<file path="config.mk">
export PLATFORM = sky130hd
export DESIGN_NAME = pattern_blinker_flat
export DESIGN_NICKNAME = d
export VERILOG_FILES = /design/src/rtl/blink_pkg.sv /design/src/rtl/pattern_blinker_if.sv /design/src/rtl/blink_channel.sv /design/src/rtl/pattern_blinker.sv /design/src/flat_wrapper.sv
export SDC_FILE = /design/constraint.sdc
export NUM_CORES = 1
export LEC_CHECK = 0
export ABC_CLOCK_PERIOD_IN_PS = 5360
export CAP_MARGIN = 20
export CORE_MARGIN = 1.5
export CORE_UTILIZATION = 63
export DETAILED_ROUTE_END_ITERATION = 10
export PLACE_DENSITY = 0.82
export SETUP_SLACK_MARGIN = 0.1
export SYNTH_ARGS = -nofsm -noshare
export SYNTH_HDL_FRONTEND = slang
export SYNTH_HIERARCHICAL = 1
export SYNTH_SLANG_ARGS = --single-unit
export TNS_END_PERCENT = 30
</file>
<file path="constraint.sdc">
create_clock -name CLK -period 5.36 [get_ports CLK]
set_input_delay 1.072 -clock CLK [delete_from_list [all_inputs] [get_ports CLK]]
set_output_delay 1.072 -clock CLK [all_outputs]
set_load 0.02 [all_outputs]
</file>
<file path="src/rtl/blink_pkg.sv">
// ----------------------------------------------------------------------------
// Package : blink_pkg
// Brief   : Shared types for the pattern_blinker channel generator
//           (configuration modes and per-channel FSM states).
// Rev     : 1.0 - initial release
// ----------------------------------------------------------------------------
`default_nettype none

package blink_pkg;

  typedef enum logic [1:0] {
    MODE_STOP    = 2'd0,
    MODE_ONESHOT = 2'd1,
    MODE_REPEAT  = 2'd2,
    MODE_SQUARE  = 2'd3
  } mode_e;

  typedef enum logic [1:0] {
    ST_IDLE = 2'd0,
    ST_RUN  = 2'd1,
    ST_DONE = 2'd2
  } state_e;

endpackage

`default_nettype wire

</file>
<file path="src/rtl/pattern_blinker_if.sv">
// ----------------------------------------------------------------------------
// Interface : pattern_blinker_if
// Brief     : valid/ready configuration port of pattern_blinker. The master
//             drives a config word, the slave (the blinker) returns ready.
// Rev       : 1.0 - initial release
// ----------------------------------------------------------------------------
`default_nettype none

interface pattern_blinker_if #(
  parameter int NUM_CH    = 4,
  parameter int PATTERN_W = 32,
  parameter int DIV_W     = 26
) ();
  import blink_pkg::*;

  localparam int CH_W  = $clog2(NUM_CH) + 1;
  localparam int LEN_W = $clog2(PATTERN_W) + 1;

  logic                 cfg_valid;
  logic                 cfg_ready;
  logic [CH_W-1:0]      cfg_ch;
  mode_e                cfg_mode;
  logic [DIV_W-1:0]     cfg_div;
  logic [LEN_W-1:0]     cfg_len;
  logic [PATTERN_W-1:0] cfg_pat;

  modport master (
    output cfg_valid, cfg_ch, cfg_mode, cfg_div, cfg_len, cfg_pat,
    input  cfg_ready
  );

  modport slave (
    input  cfg_valid, cfg_ch, cfg_mode, cfg_div, cfg_len, cfg_pat,
    output cfg_ready
  );

endinterface

`default_nettype wire

</file>
<file path="src/rtl/blink_channel.sv">
// ----------------------------------------------------------------------------
// Module : blink_channel
// Brief  : One output channel: bit-period divider, pattern index and
//          IDLE/RUN/DONE state machine. Shifts the loaded pattern out LSB
//          first, one bit every div+1 clocks, one-shot or repeating.
//          Optional: BLINK_SQUARE_EN builds the SQUARE toggle mode.
// Rev    : 1.0 - initial release
// ----------------------------------------------------------------------------
`default_nettype none

module blink_channel
  import blink_pkg::*;
#(
  parameter int PATTERN_W = 32,
  parameter int DIV_W     = 26,
  parameter int LEN_W     = $clog2(PATTERN_W) + 1
) (
  input  wire logic                 clk,
  input  wire logic                 rst,
  input  wire logic                 enable,
  input  wire logic                 load,
  input  wire mode_e                load_mode,
  input  wire logic [DIV_W-1:0]     load_div,
  input  wire logic [LEN_W-1:0]     load_len,
  input  wire logic [PATTERN_W-1:0] load_pat,
  output logic                      out,
  output logic                      done
);

  localparam int IDX_W = (PATTERN_W > 1) ? $clog2(PATTERN_W) : 1;
  localparam logic [LEN_W-1:0] MAX_LEN = LEN_W'(PATTERN_W);

  state_e               state, state_next;
  mode_e                mode;
  logic [DIV_W-1:0]     div, pc, pc_next;
  logic [LEN_W-1:0]     len, len_clamped;
  logic [PATTERN_W-1:0] pat;
  logic [IDX_W-1:0]     idx, idx_next;
  logic                 out_next;
  logic                 start_run;
  logic                 is_square;
  logic                 last_bit;

  assign len_clamped = (load_len > MAX_LEN) ? MAX_LEN : load_len;
  assign last_bit    = (LEN_W'(idx) == (len - LEN_W'(1)));

`ifdef BLINK_SQUARE_EN
  assign is_square = (mode == MODE_SQUARE);
`else
  assign is_square = 1'b0;
`endif

  // Decide whether a freshly loaded word starts the channel running
  always_comb begin
    start_run = 1'b0;
    case (load_mode)
      MODE_ONESHOT, MODE_REPEAT: start_run = (load_len != '0);
`ifdef BLINK_SQUARE_EN
      MODE_SQUARE:               start_run = 1'b1;
`endif
      default:                   start_run = 1'b0;
    endcase
  end

  // Next state, divider/index advance, next output bit and done pulse
  always_comb begin
    state_next = state;
    pc_next    = pc;
    idx_next   = idx;
    out_next   = out;
    done       = 1'b0;
    if (load) begin
      // A reload always restarts the channel from bit 0, discarding history
      pc_next    = '0;
      idx_next   = '0;
      state_next = start_run ? ST_RUN : ST_IDLE;
      out_next   = (start_run && (load_mode != MODE_SQUARE)) ? load_pat[0] : 1'b0;
    end else if (!rst && enable && (state == ST_RUN)) begin
      pc_next = pc + DIV_W'(1);
      if (pc == div) begin
        pc_next = '0;
        if (is_square) begin
          out_next = ~out;
        end else if (last_bit) begin
          if (mode == MODE_REPEAT) begin
            idx_next = '0;
            out_next = pat[0];
          end else begin
            state_next = ST_DONE;
            out_next   = 1'b0;
            done       = 1'b1;
          end
        end else begin
          idx_next = idx + IDX_W'(1);
          out_next = pat[idx_next];
        end
      end
    end
  end

  // Channel state and configuration registers
  always_ff @(posedge clk) begin
    if (rst) begin
      state <= ST_IDLE;
      mode  <= MODE_STOP;
      div   <= '0;
      len   <= '0;
      pat   <= '0;
      pc    <= '0;
      idx   <= '0;
      out   <= 1'b0;
    end else begin
      state <= state_next;
      pc    <= pc_next;
      idx   <= idx_next;
      out   <= out_next;
      if (load) begin
        mode <= load_mode;
        div  <= load_div;
        len  <= len_clamped;
        pat  <= load_pat;
      end
    end
  end

endmodule

`default_nettype wire

</file>
<file path="src/rtl/pattern_blinker.sv">
// ----------------------------------------------------------------------------
// Module : pattern_blinker
// Brief  : Multi-channel run-time programmable pattern/strobe generator.
//          Accepts one config word per cycle, decodes the channel index into
//          per-channel load strobes and flags out-of-range indices.
//          Optional: BLINK_SQUARE_EN enables the SQUARE toggle mode.
// Rev    : 1.0 - initial release
// ----------------------------------------------------------------------------
`default_nettype none

module pattern_blinker
  import blink_pkg::*;
#(
  parameter int NUM_CH    = 4,
  parameter int PATTERN_W = 32,
  parameter int DIV_W     = 26
) (
  input  wire logic        CLK,
  input  wire logic        RST,
  input  wire logic        enable,
  pattern_blinker_if.slave cfg,
  output logic [NUM_CH-1:0] chan_out,
  output logic [NUM_CH-1:0] done,
  output logic              cfg_err
);

  localparam int CH_W  = $clog2(NUM_CH) + 1;
  localparam int LEN_W = $clog2(PATTERN_W) + 1;

  logic ready;
  logic rst_q;
  logic accept;

  assign accept        = cfg.cfg_valid & ready;
  assign cfg.cfg_ready = ready;

  // Ready stays low through reset and the cycle after; error flag is a
  // one-cycle pulse following an accepted out-of-range channel index
  always_ff @(posedge CLK) begin
    if (RST) begin
      rst_q   <= 1'b1;
      ready   <= 1'b0;
      cfg_err <= 1'b0;
    end else begin
      rst_q   <= 1'b0;
      ready   <= ~rst_q;
      cfg_err <= accept && (cfg.cfg_ch >= CH_W'(NUM_CH));
    end
  end

  for (genvar i = 0; i < NUM_CH; i++) begin : g_ch
    logic load;
    assign load = accept && (cfg.cfg_ch == CH_W'(i));

    blink_channel #(
      .PATTERN_W (PATTERN_W),
      .DIV_W     (DIV_W),
      .LEN_W     (LEN_W)
    ) u_channel (
      .clk       (CLK),
      .rst       (RST),
      .enable    (enable),
      .load      (load),
      .load_mode (cfg.cfg_mode),
      .load_div  (cfg.cfg_div),
      .load_len  (cfg.cfg_len),
      .load_pat  (cfg.cfg_pat),
      .out       (chan_out[i]),
      .done      (done[i])
    );
  end

endmodule

`default_nettype wire

</file>
<file path="src/flat_wrapper.sv">
// flat-port wrapper written by rule: the top's interface ports become plain ports
module pattern_blinker_flat import blink_pkg::*;
#(
  parameter int NUM_CH    = 4,
  parameter int PATTERN_W = 32,
  parameter int DIV_W     = 26
)
  (CLK, RST, enable, chan_out, done, cfg_err, cfg_cfg_valid, cfg_cfg_ch, cfg_cfg_mode, cfg_cfg_div, cfg_cfg_len, cfg_cfg_pat, cfg_cfg_ready);
  pattern_blinker_if #(.NUM_CH(NUM_CH), .PATTERN_W(PATTERN_W), .DIV_W(DIV_W)) cfg_i ();
  input  wire logic CLK;
  input  wire logic RST;
  input  wire logic enable;
  output logic [NUM_CH-1:0] chan_out;
  output logic [NUM_CH-1:0] done;
  output logic cfg_err;
  input wire logic [$bits(cfg_i.cfg_valid)-1:0] cfg_cfg_valid;
  input wire logic [$bits(cfg_i.cfg_ch)-1:0] cfg_cfg_ch;
  input wire logic [$bits(cfg_i.cfg_mode)-1:0] cfg_cfg_mode;
  input wire logic [$bits(cfg_i.cfg_div)-1:0] cfg_cfg_div;
  input wire logic [$bits(cfg_i.cfg_len)-1:0] cfg_cfg_len;
  input wire logic [$bits(cfg_i.cfg_pat)-1:0] cfg_cfg_pat;
  output wire logic [$bits(cfg_i.cfg_ready)-1:0] cfg_cfg_ready;
  assign cfg_i.cfg_valid = cfg_cfg_valid;
  assign cfg_i.cfg_ch = cfg_cfg_ch;
  assign cfg_i.cfg_mode = cfg_cfg_mode;
  assign cfg_i.cfg_div = cfg_cfg_div;
  assign cfg_i.cfg_len = cfg_cfg_len;
  assign cfg_i.cfg_pat = cfg_cfg_pat;
  assign cfg_cfg_ready = cfg_i.cfg_ready;
  pattern_blinker #(.NUM_CH(NUM_CH), .PATTERN_W(PATTERN_W), .DIV_W(DIV_W)) u_core (.CLK(CLK), .RST(RST), .enable(enable), .cfg(cfg_i), .chan_out(chan_out), .done(done), .cfg_err(cfg_err));
endmodule
</file>
run_1/gates.png
Scale: 3 px per micron.
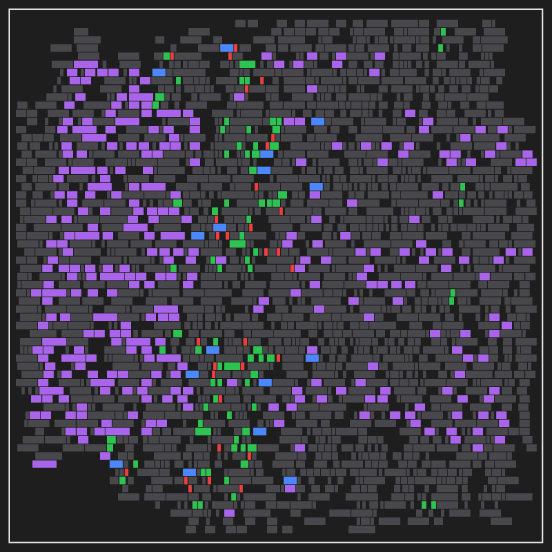
legend:
  red:
    family: inv cells
    cells: 30
    most_used: inv_1
    where: a column down the middle
  purple:
    family: mux cells
    cells: 304
    most_used: mux2i_1
  blue:
    family: fa/ha/maj cells
    cells: 16
    most_used: ha_1
  green:
    family: aoi and oai cells
    cells: 80
    most_used: a21oi_1
    where: a column down the middle

run_1/ff_map.png
Scale: 3 px per micron.
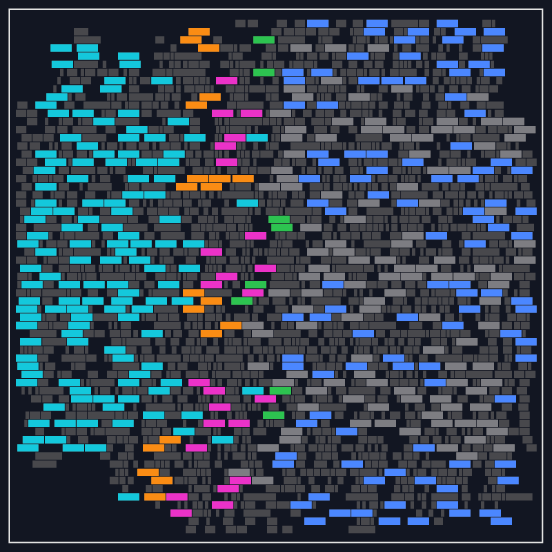
legend:
  blue:
    name_in_the_netlist: `u_core/g_ch.u_channel/pc`
    flops: 104
  green:
    name_in_the_netlist: `u_core/g_ch.u_channel/mode`
    flops: 8
  cyan:
    name_in_the_netlist: `u_core/g_ch.u_channel/pat`
    flops: 128
  magenta:
    name_in_the_netlist: `u_core/g_ch.u_channel/len`
    flops: 24
  orange:
    name_in_the_netlist: `u_core/g_ch.u_channel/idx`
    flops: 20

==> run summary, run 1 <==
outcome = finished clean
post-layout net count = 2132
Post-Route Skew = 30.2 ps
post-route cell area = 0.0216 sq mm
min Tclk post-route = 4600 ps
critical path cell sequence = clkdlybuf4s50_1 > and4bb_1 > nand4_1 > nor4_2 > nand3_1 > nor2_1 > clkdlybuf4s50_1
OpenROAD warnings = 29
setup ws final = 763 ps
Post-synth ARST share = 0
total wire length = 48000 microns
Root Driver = clkbuf_16
Antenna Nets Post-Route = 0
Post-synth EDFFs = 0
vias post-DR = 14.8k
Core ar. = 0.0298 sq mm
Max Slew Vio Count = 0
Ports = 83
Placement Cell Area = 0.0200 sq mm
mapped cell area = 0.0191 sq mm
DR iter-0 viols = 1162
Initial Util = 0.642
Initial DRT Pass Iterations = 5
Max H-tree Level = 2
Core Util, Final = 0.726
Synth top cells by count = 413 x nor2_1, 403 x dfxtp_1, 280 x mux2i_1, 128 x xor2_1, 104 x xnor2_1
Rows = 63
initial antenna violation count = 1
DIE HEIGHT = 177 microns
final setup TNS = 0 ps
logic area = 0.0104 sq mm
r2r endpoint = u_core/g_ch[0].u_channel/out
simple share = 0.206
Post-synth seq share = 0.422
Ys Warns = 6
slowest cell on the critical path = clkdlybuf4s50_1
Final Wtd Congestion = 0.955
TritonCTS clock tree = done
Post-CTS Hold Buffers = 0
Gates resized, CTS repair = 0
Dominant Register Cell = dfxtp_1
Compound Share, Synth = 0.0437
worst vdd ir = 309 uV
Area Growth Syn to Fin = 13.0%
worst path required time = 4290 ps
final hold vios = 0
Die X = 177 microns
first-pass GRT wire length = 74800 microns
pre-CTS WS = 754 ps
Max-area cell share = 0.422
die area = 0.0314 sq mm
most numerous cell in the Yosys netlist = nor2_1
vias in the first global route = 14.3k
critical path peak fanout = 10
DR DRC count = 0
power density over the cells = 298 mW/mm^2
Worst setup SP type = primary input
Setup-failing EPs final = 0
Synth Area per Inst = 9.58 sq um
placed wire-length estimate = 33400 microns
yosys cell count = 1996
PortBufs = 82
mux share = 0.175
share of layout cells above drive strength 1 = 0.0766
yosys xor share = 0.110
R2R setup slack = 2410 ps
clock slew at reported path FFs = 60 ps
total CTS buffers = 42
CP endpoint kind = primary output
FA/HA/MAJ Cells, Area Fraction = 0.0105
comb area leader = simple AND/OR/NAND/NOR gates
storage element area = 0.00807 sq mm
most frequent CP cell = clkdlybuf4s50_1
Gate Count Post-Synth = 1996
clk sinks = 403
slew at the pin with the worst max-slew slack = 978 ps
post-synth top area cell = dfxtp_1
Worst Reg2Reg Path Length in Cells = 6
Yosys reg bits = 403
Finished Layout Cells = 2466
Yosys cell types = 53
vias per cell = 5.98
# Post-CTS Setup Buffers = 0
Max transition margin = 0.348
Worst Hold Class = reg -> reg
largest net degree at the start of global routing = 123
clock buffer depth = 3
Leak = 7.83 nW
crit-path max cell delay = 650 ps
CP arrival = 3530 ps
all-layer global routing usage = 0.301
hold path depth = 1
grt total ovfl = 0
Yosys Chip Area = 0.0191 sq mm
Hold EP = u_core/cfg.cfg_ready
Fillers = 2151
placed cell count = 2385
min-delay src = u_core/rst_q
Tcrit/Tclk final = 0.858
origin of the critical flop-to-flop path = u_core/g_ch[0].u_channel/idx[0]
maxcap violations = 0
unrepaired setup endpoints after global routing = no
clk_lat worst skew = 540 ps
Max Clock Freq = 0.218 GHz
crit path kind = in -> out
Largest cells by area = dfxtp_1 42%, mux2i_1 15%, nor2_1 8.1%
Floorplan Nets = 2085
run_1/m2.png
Scale: 1.5 px per micron.
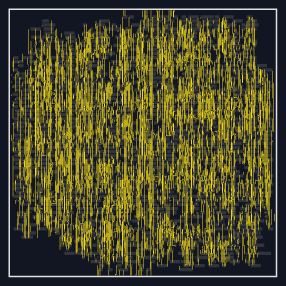
wire length on this layer: 22.9 mm
longest straight run: 103 microns
nets with wire on the layer: 1832
main direction: vertical
share of all routed wire: 48%

run_1/congestion_map.png
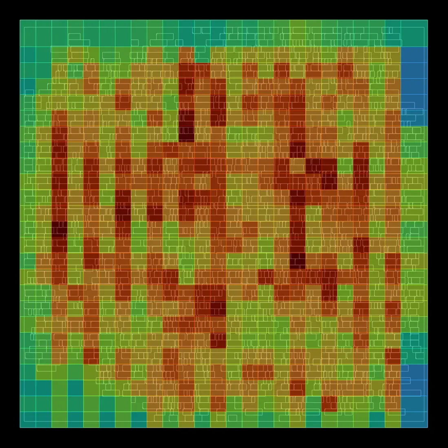
M3 GR Usage: 0.0490
mean routed wirelength per cell: 19.5 microns

## run 1: final cells by class
| cell class | instances | area share |
|---|---|---|
| diodes | 1 | 0.000116 |
| multi-input cells | 1467 | 0.483 |
| flip-flops and latches | 403 | 0.373 |
| clock buffers | 59 | 0.0567 |
| well taps | 390 | 0.0226 |
| inverters | 30 | 0.00521 |
| clock inverters | 17 | 0.0113 |
| repair buffers | 99 | 0.0477 |
## run 1: layout by cell type (no fill, tap or decap), types with 26 or more instances in the layout
master	n
clkbuf_16	43
inv_1	26
nor2_1	413
clkdlybuf4s50_1	81
dfxtp_1	403
mux2i_1	280
a21oi_1	40
nand3_1	56
nand2_1	85
xnor2_1	104
xor2_1	128
nand4_1	56
## run 1: how the worst max path moves through the flow
stage | start | end
CTS | enable | done[0]
global route | enable | done[0]
detailed placement | enable | done[0]
floorplan | cfg_cfg_ch[0] | done[1]
finish | enable | done[0]
global placement | enable | done[0]
## run 1: critical path: cells and delay by family
family | cells | cell delay, ps
and+or+nand+nor | 5 | 1200
buffers and inverters | 2 | 1260
## run 1: routing by layer
layer | vias to the layer above | track usage | routed length [microns]
met5 | - | 0 | 0
met2 | 556 | 0.510 | 22900
met1 | 7055 | 0.374 | 19900
met4 | 0 | 0.143 | 2240
li1 | 6988 | - | -
met3 | 156 | 0.0490 | 2980
## run 1: state kept, by name, indices dropped and copies added, names as in the netlist
signal,cells
u_core/g_ch.u_channel/state,8
u_core/g_ch.u_channel/out,4
u_core/cfg_err,1
u_core/g_ch.u_channel/pc,104
u_core/rst_q,1
u_core/g_ch.u_channel/len,24
u_core/g_ch.u_channel/idx,20
u_core/g_ch.u_channel/pat,128
u_core/g_ch.u_channel/div,104
u_core/cfg.cfg_ready,1
u_core/g_ch.u_channel/mode,8
## run 1: kinds of logic after synthesis
| logic type | after synthesis |
|---|---|
| simple gates | 799 |
| mux | 304 |
| flops | 403 |
| fa+ha+maj | 16 |
| compound gates | 112 |
| buf+inv | 126 |
| xor+xnor | 236 |
## run 1: power by group
part / switching, W / internal [W]
logic: 0.000189 / 0.000111
clock network: 0.00121 / 0.00189
registers: 0.0000207 / 0.00302
total: 0.00142 / 0.00501
## run 1: per-stage QoR
stage          power [W]  hold slack [ps]
6_report         0.00643              377
5_1_grt          0.00660              397
4_1_cts          0.00646              375
3_5_place_dp     0.00339              374
3_3_place_gp     0.00339              371
2_1_floorplan    0.00324              365
run_1/closeup.png
Window x 69 to 109, y 104 to 144 microns. Cells in grey, sequential cells in the stronger grey; small squares are vias.
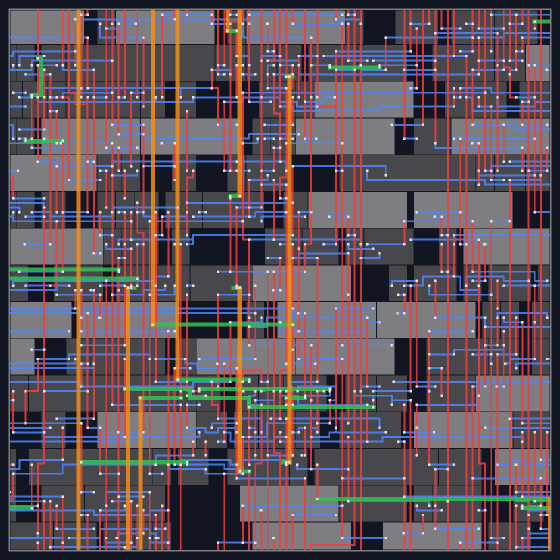

==> run 2: changes to the inputs <==
--- a/config.mk
+++ b/config.mk
@@ -12,6 +12,7 @@
 export DETAILED_ROUTE_END_ITERATION = 10
 export PLACE_DENSITY = 0.82
 export SETUP_SLACK_MARGIN = 0.1
+export SLEW_MARGIN = 30
 export SYNTH_ARGS = -nofsm -noshare
 export SYNTH_HDL_FRONTEND = slang
 export SYNTH_HIERARCHICAL = 1
run_2/closeup.png
Window x 69 to 109, y 104 to 144 microns. Cells in grey, sequential cells in the stronger grey; small squares are vias.
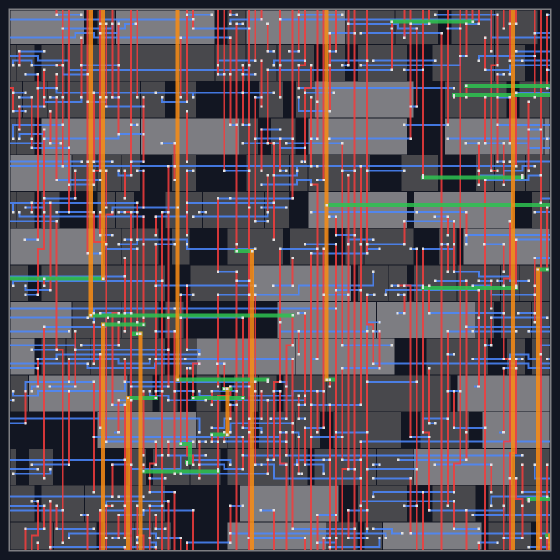
legend:
  orange:
    layer: M4
  green:
    layer: M3
  red:
    layer: M2
  blue:
    layer: M1
most frequent: dfxtp_1 (27), nor2_1 (22)
netlist names of flops here include: `u_core/g_ch.u_channel/div` (6), `u_core/g_ch.u_channel/len` (5), `u_core/g_ch.u_channel/pc` (5)
sequential cells in the window: 27
cells with their middle in the window: 141

==> run 2 against run 1 <==
Effect of this change:
- clock power is 2% higher
- global-route usage hardly changed
- cell count hardly changed
- critical path depth stayed put
- highest routed layer unchanged
==> run summary, run 2 <==
Core ar. = 0.0298 sq mm
storage element area = 0.00807 sq mm
CP arrival = 3550 ps
Most flops, register = u_core/g_ch.u_channel/pat
clk sinks = 403
mapped cell area = 0.0191 sq mm
# Post-CTS Setup Buffers = 0
Worst Hold Class = reg -> reg
most frequent CP cell = clkdlybuf4s50_1
Antenna Nets Post-Route = 0
Post-Route Skew = 18.9 ps
final hold vios = 0
clock buffer depth = 3
most frequent logic cell in the layout = nor2_1
Post-CTS Hold Buffers = 0
OpenROAD warnings = 29
Worst setup SP type = primary input
total CTS buffers = 42
Max Clock Freq = 0.216 GHz
Yosys Chip Area = 0.0191 sq mm
DR DRC count = 0
largest net degree at the start of global routing = 123
CP endpoint kind = primary output
Ports = 83
Synth top cells by count = 413 x nor2_1, 403 x dfxtp_1, 280 x mux2i_1, 128 x xor2_1, 104 x xnor2_1
maxcap violations = 0
DIE HEIGHT = 177 microns
post-layout net count = 2129
PortBufs = 82
Floorplan Nets = 2085
Initial DRT Pass Iterations = 6
Largest delay share family, worst path = buffers and inverters
Initial Util = 0.642
Fillers = 2180
unrepaired setup endpoints after global routing = no
DR iter-0 viols = 1224
Finished Layout Cells = 2464
placed cell count = 2385
Gate Count Post-Synth = 1996
Rows = 63
min-delay src = u_core/rst_q
Yosys cell types = 53
vias post-DR = 14.7k
clock slew at reported path FFs = 60 ps
Tcrit/Tclk final = 0.862
grt total ovfl = 0
Ys Warns = 6
all-layer global routing usage = 0.301
Largest cells by area = dfxtp_1 42%, mux2i_1 15%, nor2_1 8.1%
Gates resized, CTS repair = 0
Post-synth EDFFs = 0
most frequent cells in the layout = 413 x nor2_1, 403 x dfxtp_1, 280 x mux2i_1
Leak = 7.80 nW
origin of the critical flop-to-flop path = u_core/g_ch[0].u_channel/idx[0]
crit path kind = in -> out
final setup TNS = 0 ps
Dominant Register Cell = dfxtp_1
first-pass GRT wire length = 74600 microns
Max Slew Vio Count = 0
vias in the first global route = 14.2k
Max-area cell share = 0.422
logic area = 0.0104 sq mm
total wire length = 47700 microns
power density over the cells = 301 mW/mm^2
clk_lat worst skew = 540 ps
Post-synth seq share = 0.422
Final Wtd Congestion = 0.955
share of layout cells above drive strength 1 = 0.0762
crit-path max cell delay = 620 ps
slowest cell on the critical path = clkdlybuf4s50_1
mean routed wirelength per cell = 19.4 microns
TritonCTS clock tree = done
worst vdd ir = 274 uV
PnR Total Power = 0.00650 W
most numerous cell in the Yosys netlist = nor2_1
max FFs per register = 128
Post-synth ARST share = 0
critical path cell sequence = clkdlybuf4s50_1 > and4bb_1 > nand4_1 > nor4_2 > nand3_1 > nor2_1 > clkdlybuf4s50_1
placed wire-length estimate = 33400 microns
Setup-failing EPs final = 0
yosys cell count = 1996
Max transition margin = 0.408
critical path peak fanout = 10
post-synth top area cell = dfxtp_1
vias per cell = 5.95
Area Growth Syn to Fin = 12.9%
Die X = 177 microns
Yosys reg bits = 403
worst path required time = 4290 ps
Synth Area per Inst = 9.58 sq um
WP buf/inv = 2
Setup crit start = enable
min Tclk post-route = 4620 ps
Max H-tree Level = 2
hold_ws = 391 ps
largest registers = u_core/g_ch.u_channel/pat x128, u_core/g_ch.u_channel/div x104, u_core/g_ch.u_channel/pc x104
initial antenna violation count = 1
die area = 0.0314 sq mm
outcome = finished clean
Root Driver = clkbuf_16
slew at the pin with the worst max-slew slack = 888 ps
run_2/m2.png
Scale: 1.5 px per micron.
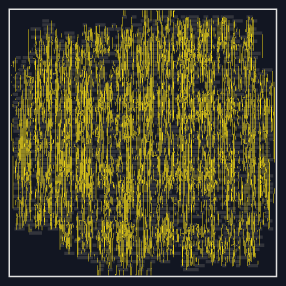
wire length on this layer: 22.7 mm
main direction: vertical
share of all routed wire: 48%
nets with wire on the layer: 1844
longest straight run: 126 microns

==> run 2: cell types whose count changed in the layout (fill, tap and decap cells not counted), sizes merged <==
cell	before	now
buf	17	14
clkbuf	60	57
clkinvlp	1	4
bufinv	6	8
inv	28	27
==> run 2: final timing paths <==
kind                                       end  slack (ps)  cells past startpoint
setup / recovery                       done[0]         740                      7
hold / removal            u_core/cfg.cfg_ready         390                      1
setup reg to reg  u_core/g_ch[0].u_channel/out        2430                      6
hold reg to reg           u_core/cfg.cfg_ready         390                      1
==> run 2: final cells by class <==
type                    instances  area share
inverters                      30     0.00522
clock buffers                  56      0.0554
diodes                          1    0.000116
clock inverters                21      0.0148
multi-input cells            1467       0.484
repair buffers                 96      0.0443
flip-flops and latches        403       0.374
well taps                     390      0.0226
==> run 2: cells by family after synthesis <==
logic type / Yosys count / synth area share
compound gates: 112 / 0.0437
xor+xnor: 236 / 0.110
fa+ha+maj: 16 / 0.0105
buf+inv: 126 / 0.0334
flops: 403 / 0.422
mux: 304 / 0.175
simple gates: 799 / 0.206
==> run 2: per-stage QoR <==
| step | utilization | area (sq um) | setup WS, ps |
|---|---|---|---|
| after detailed placement | 0.673 | 20100 | 764 |
| after global placement | 0.672 | 20000 | 795 |
| final | 0.724 | 21600 | 738 |
| after global routing | 0.724 | 21600 | 581 |
| after floorplan | - | 19100 | 1860 |
| after CTS | 0.724 | 21600 | 755 |
==> run 2: routing by layer <==
layer / vias to the layer above / wire length [microns] / GRT usage
met2: 505 / 22700 / 0.508
met4: 0 / 2330 / 0.147
met5: - / 0 / 0
met1: 7021 / 19800 / 0.375
li1: 6989 / - / -
met3: 147 / 2870 / 0.0475
==> run 2: power by group <==
group / switching, W / leakage [nW] / total, W / internal [W]
clock network: 0.00121 / 0.737 / 0.00317 / 0.00196
registers: 0.0000206 / 3.25 / 0.00304 / 0.00302
logic: 0.000189 / 3.82 / 0.000297 / 0.000108
total: 0.00142 / 7.80 / 0.00650 / 0.00508
run_2/congestion_map.png
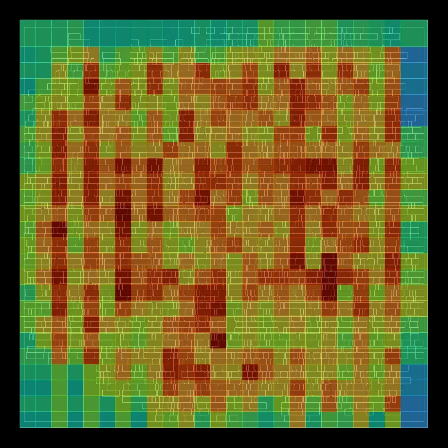

==> run 3: changes to the inputs <==
--- a/config.mk
+++ b/config.mk
@@ -10,6 +10,7 @@
 export CORE_MARGIN = 1.5
 export CORE_UTILIZATION = 63
 export DETAILED_ROUTE_END_ITERATION = 10
+export GPL_TIMING_DRIVEN = 0
 export PLACE_DENSITY = 0.82
 export SETUP_SLACK_MARGIN = 0.1
 export SLEW_MARGIN = 30
run_3/congestion_map.png
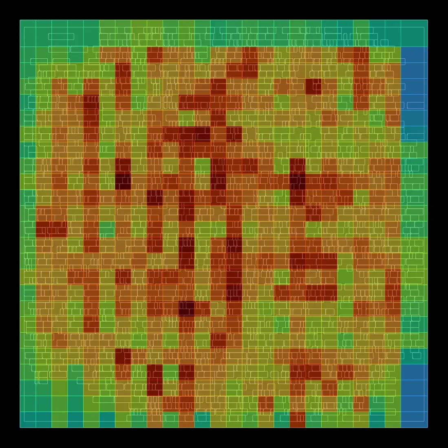
grt met2 use: 0.535
Core Util, Final: 0.736
global-route track usage on met1: 0.396

run_3/gates.png
Scale: 3 px per micron.
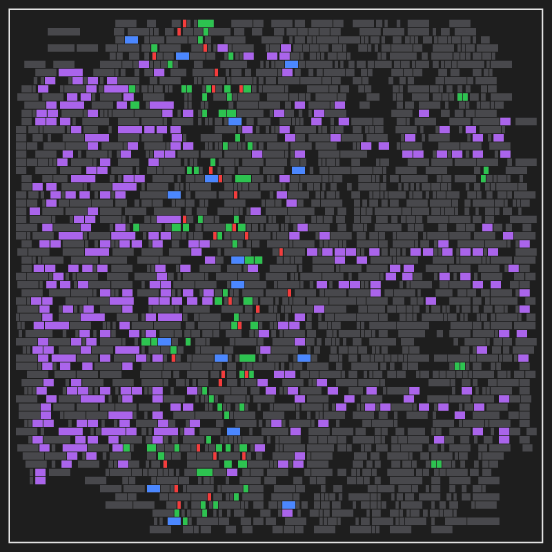
legend:
  blue:
    family: fa/ha/maj cells
    cells: 16
    most_used: ha_1
  green:
    family: aoi and oai cells
    cells: 80
    most_used: a21oi_1
    where: a column down the middle
  purple:
    family: mux cells
    cells: 304
    most_used: mux2i_1
  red:
    family: inv cells
    cells: 30
    most_used: inv_1
    where: a column down the middle

==> run 3 against run 2 <==
Effect of this change:
- worst setup slack got worse by 560 ps
- utilization up 1.2 points
- register-to-register slack improved by 40 ps
- worst hold slack worse by 13 ps
- first-iteration DRC count decreased by 2.5%
- combinational power rose by 5%
- non-clock buffer count increased by 82
- clock-buffer cell count increased by 6
- highest routed layer unchanged
- cell count rose by 3.2%
- largest power group unchanged
- critical path depth is the same
- synthesized cell count did not move
- critical endpoint unchanged
==> run summary, run 3 <==
Tcrit/Tclk final = 0.967
Worst setup SP type = primary input
grt total ovfl = 0
Area Growth Syn to Fin = 14.7%
Rows = 63
PortBufs = 82
initial antenna violation count = 1
DR iter-0 viols = 1193
crit path kind = in -> out
Synth top cells by count = 413 x nor2_1, 403 x dfxtp_1, 280 x mux2i_1, 128 x xor2_1, 104 x xnor2_1
Worst Reg2Reg Path Length in Cells = 6
Max Slew Vio Count = 0
Yosys cell types = 53
share of layout cells above drive strength 1 = 0.0846
most frequent CP cell = clkdlybuf4s50_1
Yosys Chip Area = 0.0191 sq mm
clk sinks = 403
maxcap violations = 0
placed wire-length estimate = 37300 microns
first-pass GRT wire length = 78000 microns
crit-path max cell delay = 600 ps
Hold EP = u_core/cfg.cfg_ready
Core ar. = 0.0298 sq mm
largest registers = u_core/g_ch.u_channel/pat x128, u_core/g_ch.u_channel/div x104, u_core/g_ch.u_channel/pc x104
most numerous cell in the Yosys netlist = nor2_1
CP arrival = 4110 ps
critical path peak fanout = 10
clock buffer depth = 3
Max H-tree Level = 2
TritonCTS clock tree = done
# Post-CTS Setup Buffers = 0
clk_lat worst skew = 540 ps
Most flops, register = u_core/g_ch.u_channel/pat
yosys cell count = 1996
worst vdd ir = 263 uV
Post-synth EDFFs = 0
post-synth top area cell = dfxtp_1
slew at the pin with the worst max-slew slack = 820 ps
power density over the cells = 296 mW/mm^2
vias in the first global route = 15.1k
R2R setup slack = 2470 ps
Synth Area per Inst = 9.58 sq um
Post-synth ARST share = 0
Die X = 177 microns
die area = 0.0314 sq mm
Antenna Nets Post-Route = 0
vias post-DR = 15.2k
min-delay src = u_core/rst_q
Ports = 83
final setup TNS = 0 ps
unrepaired setup endpoints after global routing = yes
diodes inserted = 0
min Tclk post-route = 5180 ps
r2r endpoint = u_core/g_ch[1].u_channel/pat[31]
most frequent cells in the layout = 413 x nor2_1, 403 x dfxtp_1, 280 x mux2i_1
Post-Route Skew = 14.9 ps
Initial Util = 0.642
Initial DRT Pass Iterations = 5
Final Wtd Congestion = 0.931
total wire length = 49800 microns
Dominant Register Cell = dfxtp_1
Max-area cell share = 0.422
final hold vios = 0
Leak = 8.03 nW
slowest cell on the critical path = buf_1
DR DRC count = 0
origin of the critical flop-to-flop path = u_core/cfg.cfg_ready
vias per cell = 5.98
most frequent logic cell in the layout = nor2_1
OpenROAD warnings = 27
gr busiest metal = met2
critical path cell sequence = clkdlybuf4s50_1 > nand2_1 > nor4_1 > clkbuf_1 > buf_1 > nor2_1 > clkdlybuf4s50_1
Max transition margin = 0.453
Yosys reg bits = 403
Root Driver = clkbuf_16
M3 GR Usage = 0.0483
all-layer global routing usage = 0.317
Setup-failing EPs final = 0
max FFs per register = 128
outcome = finished clean
total CTS buffers = 42
Largest delay share family, worst path = buffers and inverters
Max Clock Freq = 0.193 GHz
Floorplan Nets = 2085
mean routed wirelength per cell = 19.6 microns
WP buf/inv = 4
Worst Hold Class = reg -> reg
Gate Count Post-Synth = 1996
Post-synth seq share = 0.422
Ys Warns = 6
mapped cell area = 0.0191 sq mm
largest net degree at the start of global routing = 29
Largest cells by area = dfxtp_1 42%, mux2i_1 15%, nor2_1 8.1%
clock slew at reported path FFs = 60 ps
CP endpoint kind = primary output
worst path required time = 4290 ps
post-layout net count = 2211
DIE HEIGHT = 177 microns
hold path depth = 1
run 3: worst max-delay path by stage:
stage | startpoint | endpoint | slack, ps | cells after the start
finish | cfg_cfg_valid | done[0] | 180 | 7
global route | cfg_cfg_valid | done[0] | 50 | 7
CTS | cfg_cfg_ch[0] | done[3] | 150 | 7
detailed placement | cfg_cfg_ch[0] | done[1] | 100 | 7
global placement | cfg_cfg_ch[0] | done[1] | 110 | 7
floorplan | cfg_cfg_ch[0] | done[1] | 1860 | 5
run 3: per-stage QoR:
step | cell area [sq um] | setup slack, ps | total power, W | instances | hold slack, ps
after floorplan | 19100 | 1860 | 0.00324 | 1996 | 365
after global placement | 20400 | 113 | 0.00340 | 2468 | 371
after detailed placement | 20400 | 97.3 | 0.00341 | 2468 | 381
after CTS | 21900 | 151 | 0.00650 | 2542 | 384
after global routing | 21900 | 49.0 | 0.00665 | 2542 | 403
final | 21900 | 175 | 0.00649 | 2542 | 378
run 3: logic make-up after synthesis:
kind of cell,synth area share
multiplexers,0.175
AND/OR/NAND/NOR,0.206
XOR/XNOR,0.110
flip-flops,0.422
AND-OR/OR-AND,0.0437
adder cells (fa/ha/maj),0.0105
buffers and inverters,0.0334
run 3: cell type report:
cell class	count	area [sq um]
buffer	96	528
clock inverter	12	210
timing repair buffer	82	816
multi-input combinational	1467	10400
fill	2157	7860
clock buffer	62	1290
sequential	403	8070
inverter	30	113
tap	390	488
run 3: timing repair:
| item | in CTS | in global routing |
|---|---|---|
| hold buffers | 0 | 0 |
| resized | 1 | 1 |
| setup endpoints to repair | 1 | 3 |
run 3: layer usage:
layer,vias to the layer above,part of all wire
li1,7178,-
met1,7259,0.41
met2,623,0.47
met3,142,0.068
met4,0,0.047
met5,-,0
run 3: power breakdown:
| part | leakage (nW) | internal [W] | switching [W] |
|---|---|---|---|
| registers | 3.25 | 0.00302 | 0.0000210 |
| clock network | 0.743 | 0.00195 | 0.00119 |
| logic | 4.04 | 0.000113 | 0.000198 |
| total | 8.03 | 0.00508 | 0.00141 |
Power and IR drop assume default switching activity.
